==> run_1/congestion_map.png <==
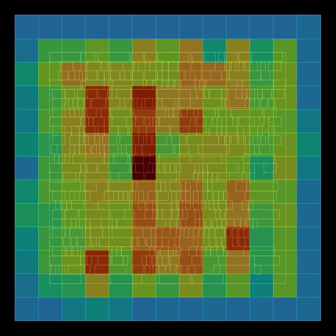
==> run_1/port_trees.png <==
Drawn at 3 px/um.
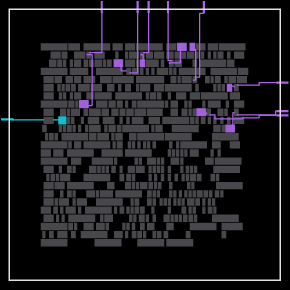
==> run_1/clock_wires.png <==
Drawn at 4 px/um.
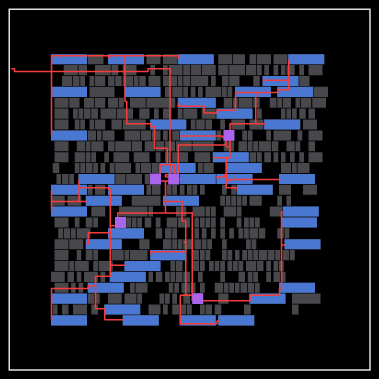
`config.mk`:
```
export PLATFORM = sky130hd
export DESIGN_NAME = median_stream_ctrl
export DESIGN_NICKNAME = d
export VERILOG_FILES = /design/src/rtl/median_stream_ctrl.sv
export SDC_FILE = /design/constraint.sdc
export NUM_CORES = 1
export LEC_CHECK = 0
export ABC_AREA = 1
export CORE_MARGIN = 10
export CORE_UTILIZATION = 52
export CTS_BUF_LIST = sky130_fd_sc_hd__clkbuf_4
export CTS_CLUSTER_DIAMETER = 100
export CTS_CLUSTER_SIZE = 16
export DETAILED_ROUTE_END_ITERATION = 8
export PLACE_DENSITY_LB_ADDON = 0.12
export SYNTH_ARGS = -nofsm -noshare
export SYNTH_HDL_FRONTEND = slang
export SYNTH_SLANG_ARGS = --single-unit
```
`constraint.sdc`:
```
create_clock -name clk -period 1.8 [get_ports clk]
set_input_delay 0.45 -clock clk [delete_from_list [all_inputs] [get_ports clk]]
set_output_delay 0.45 -clock clk [all_outputs]
set_load 0.005 [all_outputs]
```
`src/rtl/median_stream_ctrl.sv`:
```
// median_stream_ctrl: sequences a frame of samples through an external
// combinational 3-input median unit to form a 3-tap sliding-window median
// filter with edge replication, and presents each result on a registered
// valid/ready output stream.
module median_stream_ctrl #(
    parameter int unsigned DATA_W    = 8,
    parameter int unsigned FRAME_LEN = 16,
    parameter int unsigned CNT_W     = 16
) (
    input  logic              clk,
    input  logic              rst_n,
    input  logic              start,
    input  logic              in_valid,
    output logic              in_ready,
    input  logic [DATA_W-1:0] in_data,
    output logic              out_valid,
    input  logic              out_ready,
    output logic [DATA_W-1:0] out_data,
    output logic [DATA_W-1:0] med_a0,
    output logic [DATA_W-1:0] med_a1,
    output logic [DATA_W-1:0] med_a2,
    input  logic [DATA_W-1:0] med_out,
    output logic              busy,
    output logic              done
);

    // Index of the last sample in a frame, and the degenerate one-sample case.
    localparam logic [CNT_W-1:0] LAST_IDX   = CNT_W'(FRAME_LEN - 1);
    localparam bit               SINGLE_SMP = (FRAME_LEN == 1);

    typedef enum logic [2:0] {
        S_IDLE,
        S_FILL,
        S_RUN,
        S_FLUSH,
        S_DRAIN
    } state_t;

    state_t              state;
    state_t              state_nxt;

    logic [DATA_W-1:0]   prev;
    logic [DATA_W-1:0]   cur;
    logic [CNT_W-1:0]    in_cnt;
    logic [CNT_W-1:0]    out_cnt;

    logic [DATA_W-1:0]   prev_nxt;
    logic [DATA_W-1:0]   cur_nxt;
    logic [CNT_W-1:0]    in_cnt_nxt;
    logic [CNT_W-1:0]    out_cnt_nxt;
    logic [DATA_W-1:0]   out_data_nxt;
    logic                out_valid_nxt;
    logic                done_nxt;

    logic                slot_free;
    logic                out_hs;
    logic                in_hs;

    // The output register can take a new result when empty or being drained.
    assign slot_free = !out_valid || out_ready;
    assign out_hs    = out_valid && out_ready;
    assign in_hs     = in_valid && in_ready;
    assign busy      = (state != S_IDLE);

    // State register and datapath registers.
    always_ff @(posedge clk or negedge rst_n) begin
        if (!rst_n) begin
            state     <= S_IDLE;
            prev      <= '0;
            cur       <= '0;
            in_cnt    <= '0;
            out_cnt   <= '0;
            out_data  <= '0;
            out_valid <= 1'b0;
            done      <= 1'b0;
        end else begin
            state     <= state_nxt;
            prev      <= prev_nxt;
            cur       <= cur_nxt;
            in_cnt    <= in_cnt_nxt;
            out_cnt   <= out_cnt_nxt;
            out_data  <= out_data_nxt;
            out_valid <= out_valid_nxt;
            done      <= done_nxt;
        end
    end

    // Next-state, window update, median input selection and stream handshakes.
    always_comb begin
        state_nxt     = state;
        prev_nxt      = prev;
        cur_nxt       = cur;
        in_cnt_nxt    = in_cnt;
        out_cnt_nxt   = out_cnt;
        out_data_nxt  = out_data;
        out_valid_nxt = out_valid;
        done_nxt      = 1'b0;
        in_ready      = 1'b0;
        med_a0        = prev;
        med_a1        = cur;
        med_a2        = cur;

        // A consumed result empties the register unless reloaded below.
        if (out_hs) begin
            out_cnt_nxt   = out_cnt + CNT_W'(1);
            out_valid_nxt = 1'b0;
        end

        case (state)
            S_IDLE: begin
                if (start) begin
                    in_cnt_nxt  = '0;
                    out_cnt_nxt = '0;
                    state_nxt   = S_FILL;
                end
            end

            // First sample seeds both window taps (left-edge replication).
            S_FILL: begin
                in_ready = 1'b1;
                if (in_valid) begin
                    prev_nxt   = in_data;
                    cur_nxt    = in_data;
                    in_cnt_nxt = CNT_W'(1);
                    state_nxt  = SINGLE_SMP ? S_FLUSH : S_RUN;
                end
            end

            // Each accepted sample completes the window centred on cur.
            S_RUN: begin
                in_ready = slot_free;
                med_a2   = in_data;
                if (in_hs) begin
                    out_data_nxt  = med_out;
                    out_valid_nxt = 1'b1;
                    prev_nxt      = cur;
                    cur_nxt       = in_data;
                    in_cnt_nxt    = in_cnt + CNT_W'(1);
                    if (in_cnt == LAST_IDX) begin
                        state_nxt = S_FLUSH;
                    end
                end
            end

            // Last output uses the replicated right edge (a2 = cur).
            S_FLUSH: begin
                if (slot_free) begin
                    out_data_nxt  = med_out;
                    out_valid_nxt = 1'b1;
                    state_nxt     = S_DRAIN;
                end
            end

            // Wait for the final result to be taken, then signal completion.
            S_DRAIN: begin
                if (out_hs) begin
                    done_nxt      = 1'b1;
                    out_valid_nxt = 1'b0;
                    state_nxt     = S_IDLE;
                end
            end

            default: begin
                state_nxt = S_IDLE;
            end
        endcase
    end

endmodule
```
==> flow_summary.json, run 1 <==
{
  "status": "complete, but fails checks",
  "failed_checks": "setup timing",
  "endpoint_kind": "primary output",
  "drc": 0,
  "postRouteAntennaNets": 0,
  "fin_ws_ps": -117,
  "clkSlewWorstSetupHoldPaths_ps": 140,
  "ir_drop_mv": 0.995,
  "syn_inst": 339,
  "power.share.sequential": 0.303,
  "setup_tns_ps": -554,
  "fmax_mhz": 522,
  "antenna_found_initial": 0,
  "ys_area_sq_mm": 0.00254,
  "period_minus_slack_ps": 1920,
  "drive_above_1_share": 0.188,
  "grt_start_max_net_pins": 46,
  "fin_nets": 447,
  "syn_area_sq_mm": 0.00254,
  "p_int_w": 0.00306,
  "yosysWarnings": 0,
  "cts_tree": "done",
  "finalSetupViolations": 8,
  "startpoint_type": "flop",
  "p_total_w": 0.00510,
  "power.density_mw_per_mm2": 1460
}
About congestion_map.png:
wire length per cell: 13.0 um
GRT Max-Usage Layer: met2
met3 Use GR: 0.0441
Final Util: 0.742
grt met2 use: 0.248

About port_trees.png:
Purple stands for med_a2, bits 8, direction output, edge 5 top, 3 right, end cells 8, buffers 8, wire 211 um. Cyan stands for start, bits 1, direction input, edge left, end cells 1, buffers 1, wire 13.3 um.

About clock_wires.png:
Purple stands for clock-net drivers, count 5. Red stands for clock wires, length 582 um. Blue stands for flip-flops, count 45.
There are 6 routed clock nets.

## run 1: cells in the mapped netlist (all sizes together)
library cell and count:
nand2 119, dfrtp 45, o21ai 41, nor2 39
inv 34, nand3 18, buf 11, nand4 8
a31oi 7, xor2 6, o21bai 3, a21oi 2
clkbuf 1, ha 1, nand3b 1, nor3 1
nor4 1, o2111ai 1
## run 1: repair_timing
action | 4_1_cts | 5_1_grt
endpoints found under the hold margin | 0 | 0
gates resized | 51 | 25
cloned | 1 | 0
setup endpoints to repair | 10 | 18
setup buffers | 1 | 9
pin swaps | 1 | 2
## run 1: critical path, cell delays in order, from the launching register on
cell and delay (ps):
dfrtp_1 430, nor2_4 160, nand2_4 80, buf_8 150, inv_8 60, nand2_4 40
o21ai_2 50, buf_2 130
## run 1: logic make-up (layout without fill, tap and decap cells)
logic type | Yosys count | count (layout) | synth area share
and+or+nand+nor | 187 | 187 | 0.320
DFF | 45 | 45 | 0.444
xor gates and xnor gates | 6 | 6 | 0.0207
adders and majority gates | 1 | 1 | 0.00493
AOI/OAI and AO/OA | 54 | 54 | 0.125
buffers and inverters | 46 | 133 | 0.0853
## run 1: worst min-delay path by stage
stage | cells past startpoint | from | endpoint | slack [ps]
CTS | 2 | rst_n | in_cnt[14] | 40
global placement | 2 | rst_n | in_cnt[14] | 450
floorplan | 0 | rst_n | done | 150
finish | 2 | rst_n | in_cnt[14] | 40
detailed placement | 2 | rst_n | in_cnt[14] | 450
global route | 2 | rst_n | med_a0[1] | 40
## run 1: power by group through the flow
stage	clock network (W)	logic [W]	registers, W
after floorplan	0	0.00136	0.00158
after global routing	0.000570	0.00336	0.00159
final	0.000508	0.00305	0.00154
after global placement	0	0.00279	0.00155
after CTS	0.000531	0.00284	0.00156
after detailed placement	0	0.00285	0.00157
## run 1: state kept, by name (all words and copies together) (netlist names)
name,cells
in_cnt,16
med_a0,8
med_a1,8
out_data,8
state,3
done,1
out_valid,1
## run 1: layout make-up
| type | count | area (sq um) | area share |
|---|---|---|---|
| Clock buffer | 6 | 45.0 | 0.0129 |
| Tap cell | 67 | 83.8 | 0.0239 |
| Multi-Input combinational cell | 248 | 1240 | 0.355 |
| Sequential cell | 45 | 1130 | 0.322 |
| Inverter | 34 | 135 | 0.0386 |
| Clock inverter | 2 | 15.0 | 0.00429 |
| Timing Repair Buffer | 91 | 852 | 0.243 |
## run 1: routing by layer
metal	vias to the layer above	global-route usage	wire length (um)
met4	0	0.0418	48
met5	-	0	0
met2	74	0.248	3090
li1	1257	-	-
met1	1103	0.200	2850
met3	4	0.0441	421
## run 1: metrics by stage
step | area, sq um | util
2_1_floorplan | 2540 | -
3_3_place_gp | 3320 | 0.704
3_5_place_dp | 3320 | 0.704
4_1_cts | 3390 | 0.718
5_1_grt | 3500 | 0.742
6_report | 3500 | 0.742
==> run 1 -> run 2 <==
--- a/config.mk
+++ b/config.mk
@@ -7,7 +7,7 @@
 export LEC_CHECK = 0
 export ABC_AREA = 1
 export CORE_MARGIN = 10
-export CORE_UTILIZATION = 52
+export CORE_UTILIZATION = 56
 export CTS_BUF_LIST = sky130_fd_sc_hd__clkbuf_4
 export CTS_CLUSTER_DIAMETER = 100
 export CTS_CLUSTER_SIZE = 16
==> constraint.sdc (replaced) <==
create_clock -name clk -period 2.4 [get_ports clk]
set_input_delay 0.6 -clock clk [delete_from_list [all_inputs] [get_ports clk]]
set_output_delay 0.6 -clock clk [all_outputs]
set_load 0.005 [all_outputs]
==> run_2/port_trees.png <==
Drawn at 3 px/um.
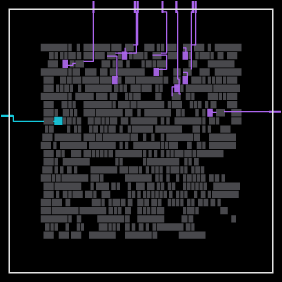
Purple stands for med_a2, bits 8, direction output, edge 7 top, 1 right, end cells 8, buffers 8, wire 190 um. Cyan stands for start, bits 1, direction input, edge left, end cells 1, buffers 1, wire 13.6 um.

==> run 2 against run 1 <==
The run now ends clean. Non-clock buffer count decreased by 21. Die size decreased by 5.6%. Routed wire length decreased by 6.6%. Via count decreased by 4.2%. First-iteration DRC count decreased by 10%. Area after synthesis unchanged. Largest cell class unchanged.
==> flow_summary.json, run 2 <==
{
  "max_stage_delay_ps": 450,
  "power.density_mw_per_mm2": 1070,
  "syn_inst": 339,
  "ys_seq_share": 0.444,
  "holdBufCountCts": 0,
  "async_flop_share": 1.00,
  "status": "finished clean",
  "largest_reg_flops": 16,
  "htreeDepth": 2,
  "post_drt_wl_per_cell_um": 13.1,
  "placed_area_sq_mm": 0.00318,
  "antenna_found_initial": 0,
  "postRouteAntennaNets": 0,
  "grt_overflow": 0,
  "common_cells": "nand2_1, dfrtp_1, nor2_1",
  "cts_tree": "done",
  "finalSetupViolations": 0,
  "regMostFlops": "in_cnt",
  "slowest_stage": "dfrtp_2",
  "period_minus_slack_ps": 2240,
  "flop_cell": "dfrtp_1",
  "syn_area_sq_mm": 0.00254,
  "ir_drop_mv": 0.829,
  "endpoint_kind": "primary output",
  "synth-edff-count": 0,
  "setup_tns_ps": 0,
  "fin_nets": 426,
  "grt_start_max_net_pins": 29,
  "top_cell": "nand2_1",
  "drive_above_1_share": 0.0938,
  "final_area_sq_mm": 0.00326,
  "yosysWarnings": 0,
  "path_cells": "nor2_4 -> nand2_1 -> buf_12 -> o21ai_0 -> dlygate4sd2_1"
}
==> run_2/congestion_map.png <==
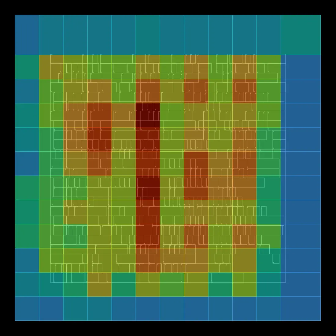
grt met2 use: 0.251
GRT Total Usage: 0.163

==> run 2: cell counts after synthesis <==
No cell type changed its count.
==> run 2: repair_timing <==
action | 4_1_cts | 5_1_grt
buffers inserted | 1 | 0
resized | 11 | 0
endpoints found under the setup margin | 9 | 0
hold endpoints to repair | 0 | 0
==> run 2: where the power goes <==
part	switching (W)	internal, W	leakage, nW	total (W)
combinational	0.000942	0.000879	0.939	0.00182
clock	0.000243	0.000228	0.0433	0.000472
sequential	0.000178	0.00100	0.575	0.00118
total	0.00136	0.00211	1.56	0.00347
==> run 2: through the flow <==
step	hold WS (ps)	utilization	setup slack [ps]	power, W
6_report	219	0.743	160	0.00347
3_5_place_dp	474	0.725	-123	0.00310
5_1_grt	236	0.743	24.6	0.00378
3_3_place_gp	464	0.725	-116	0.00306
4_1_cts	242	0.743	157	0.00352
2_1_floorplan	304	-	567	0.00220
==> run 2: final cells by class <==
| type | instances | area (sq um) |
|---|---|---|
| Sequential cell | 45 | 1130 |
| Clock inverter | 2 | 33.8 |
| Tap cell | 52 | 65.1 |
| Timing Repair Buffer | 70 | 662 |
| Multi-Input combinational cell | 248 | 1200 |
| Clock buffer | 6 | 45.0 |
| Fill cell | 349 | 1130 |
| Inverter | 34 | 128 |
==> run 2: critical path: cells and delay by family, from the launching register on <==
| family | cells | cell delay (ps) |
|---|---|---|
| DFF | 1 | 450 |
| buffers and inverters | 2 | 440 |
| and+or+nand+nor | 2 | 220 |
| AOI/OAI and AO/OA | 1 | 170 |
==> run 2: worst paths after layout <==
| kind | end | slack [ps] | start | cells past startpoint |
|---|---|---|---|---|
| min reg2reg | out_data[0] | 500 | out_data[0] | 2 |
| min in group clk | out_data[0] | 500 | out_data[0] | 2 |
| max in group asynchronous | in_cnt[0] | 1590 | rst_n | 2 |
| min | in_cnt[9] | 220 | rst_n | 1 |
| max | med_a2[6] | 160 | state[2] | 5 |
| max reg2reg | in_cnt[7] | 460 | state[2] | 10 |
==> run 2: metal layers <==
layer	track usage	share of wire	vias up
met2	0.251	0.48	58
met1	0.208	0.43	1054
li1	-	-	1216
met4	0.0522	0.014	0
met3	0.0562	0.076	8
met5	0	0	-
==> run 2: cells by family (layout without fill, tap and decap cells) <==
family,after synthesis,in the layout,share of synthesized area
buffers and inverters,46,112,0.0853
adders and majority gates,1,1,0.00493
xor gates and xnor gates,6,6,0.0207
and+or+nand+nor,187,187,0.320
AOI/OAI and AO/OA,54,54,0.125
DFF,45,45,0.444
==> run 2 -> run 3 <==
--- a/config.mk
+++ b/config.mk
@@ -7,11 +7,12 @@
 export LEC_CHECK = 0
 export ABC_AREA = 1
 export CORE_MARGIN = 10
-export CORE_UTILIZATION = 56
+export CORE_UTILIZATION = 40
 export CTS_BUF_LIST = sky130_fd_sc_hd__clkbuf_4
 export CTS_CLUSTER_DIAMETER = 100
 export CTS_CLUSTER_SIZE = 16
 export DETAILED_ROUTE_END_ITERATION = 8
+export DONT_BUFFER_PORTS = 1
 export PLACE_DENSITY_LB_ADDON = 0.12
 export SYNTH_ARGS = -nofsm -noshare
 export SYNTH_HDL_FRONTEND = slang
==> run_3/m3.png <==
Drawn at 4 px/um. Cells faint in the background.
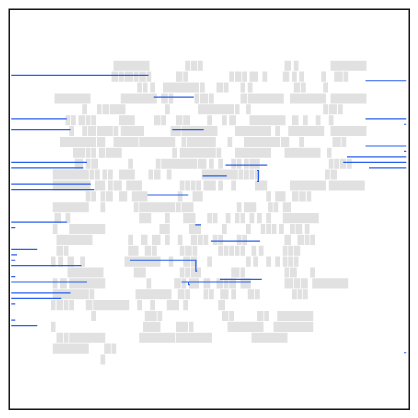
The wires run mostly horizontal. The layer holds 6.9% of the routed length.
Vias: 2,066
Post-Route WL: 5920 um
met3 Use GR: 0.0415

==> run 3 against run 2 <==
Sequential share of layout area rose by 7.7 points. Combinational power fell by 39%. Design area is 18% lower. Worst hold slack got worse by 170 ps. Critical path type unchanged. Register-to-register slack improved by 140 ps. First-iteration DRC count is 63% lower. Setup slack got worse by 5.6 ps. Total power fell by 20%. Clock skew down 7.7 ps. Utilization shrank 30 points.
==> flow_summary.json, run 3 <==
{
  "grt_overflow": 0,
  "async_flop_share": 1.00,
  "r2r-start": "state[1]",
  "syn_area_sq_mm": 0.00254,
  "ys_seq_share": 0.444,
  "ir_drop_mv": 0.791,
  "grt_start_max_net_pins": 46,
  "holdWs_ps": 52.3,
  "fillers": 643,
  "period_minus_slack_ps": 2250,
  "synth-edff-count": 0,
  "fin_nets": 359,
  "cts_tree": "done",
  "endpoint_kind": "primary output",
  "status": "finished clean",
  "rr_endpoint": "in_cnt[7]",
  "postCtsSetupBuffers": 0,
  "largest_reg_flops": 16,
  "finalSetupViolations": 0,
  "grt_util_all_layers": 0.120,
  "regMostFlops": "in_cnt",
  "yosysWarnings": 0,
  "drive_above_1_share": 0.0740,
  "syn_inst": 339,
  "htreeDepth": 2,
  "common_cells": "nand2_1, dfrtp_1, nor2_1"
}
==> run_3/clock_wires.png <==
Drawn at 4 px/um.
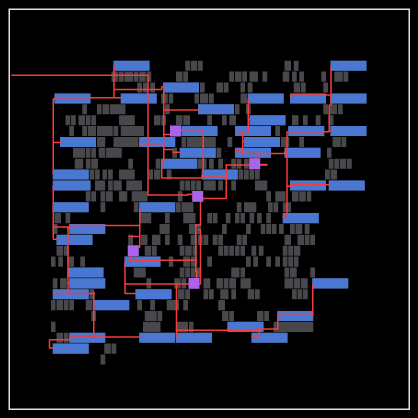
Red stands for clock wires, length 615 um. Purple stands for clock-net drivers, count 5. Blue stands for flip-flops, count 45.
There are 6 routed clock nets.

[run 3: metrics by stage]
step | power (W) | util | setup WS, ps | instance area [sq um]
finish | 0.00276 | 0.442 | 154 | 2660
global route | 0.00305 | 0.442 | 47.7 | 2660
CTS | 0.00280 | 0.441 | 11.4 | 2660
detailed placement | 0.00240 | 0.426 | 288 | 2570
global placement | 0.00238 | 0.426 | 341 | 2570
floorplan | 0.00220 | - | 567 | 2540
[run 3: routing by layer]
| layer | part of all wire | vias up | track usage |
|---|---|---|---|
| met5 | 0 | - | 0 |
| met4 | 0.0085 | 0 | 0.0364 |
| met3 | 0.069 | 6 | 0.0415 |
| met2 | 0.46 | 47 | 0.197 |
| met1 | 0.46 | 929 | 0.144 |
| li1 | - | 1084 | - |
[run 3: layout make-up]
type / count / area (sq um) / share of cell area
Multi-Input combinational cell: 248 / 1200 / 0.451
Sequential cell: 45 / 1130 / 0.424
Inverter: 34 / 130 / 0.0489
Tap cell: 75 / 93.8 / 0.0353
Timing Repair Buffer: 3 / 55.1 / 0.0207
Clock buffer: 5 / 37.5 / 0.0141
Clock inverter: 3 / 16.3 / 0.00611
[run 3: how the worst min path moves through the flow]
| stage | endpoint | slack, ps | cells past startpoint |
|---|---|---|---|
| after global placement | in_cnt[14] | 310 | 0 |
| after floorplan | done | 300 | 0 |
| after detailed placement | in_cnt[11] | 310 | 0 |
| after global routing | in_cnt[15] | 40 | 1 |
| after CTS | in_cnt[2] | 60 | 1 |
| final | in_cnt[13] | 50 | 1 |
[run 3: critical path, stage by stage (launching register included)]
cell     delay [ps]
dfrtp_2         500
nor2_4          210
nand2_4         140
buf_12          190
o21ai_0         240
[run 3: cell families after synthesis]
kind of cell / share of synthesized area
xor gates and xnor gates: 0.0207
buffers and inverters: 0.0853
DFF: 0.444
and+or+nand+nor: 0.320
adders and majority gates: 0.00493
AOI/OAI and AO/OA: 0.125
[run 3: what timing repair did]
item / 4_1_cts / 5_1_grt
hold endpoints to repair: 45 / 0
hold buffers: 1 / 0
resized: 2 / 5
setup endpoints to repair: 8 / 8
[run 3: where the power goes]
part | internal [W] | leakage, nW | switching [W] | total (W)
combinational | 0.000353 | 0.664 | 0.000758 | 0.00111
sequential | 0.00100 | 0.575 | 0.000282 | 0.00128
clock | 0.000112 | 0.0307 | 0.000256 | 0.000368
Power is estimated from default activity; no workload was simulated.
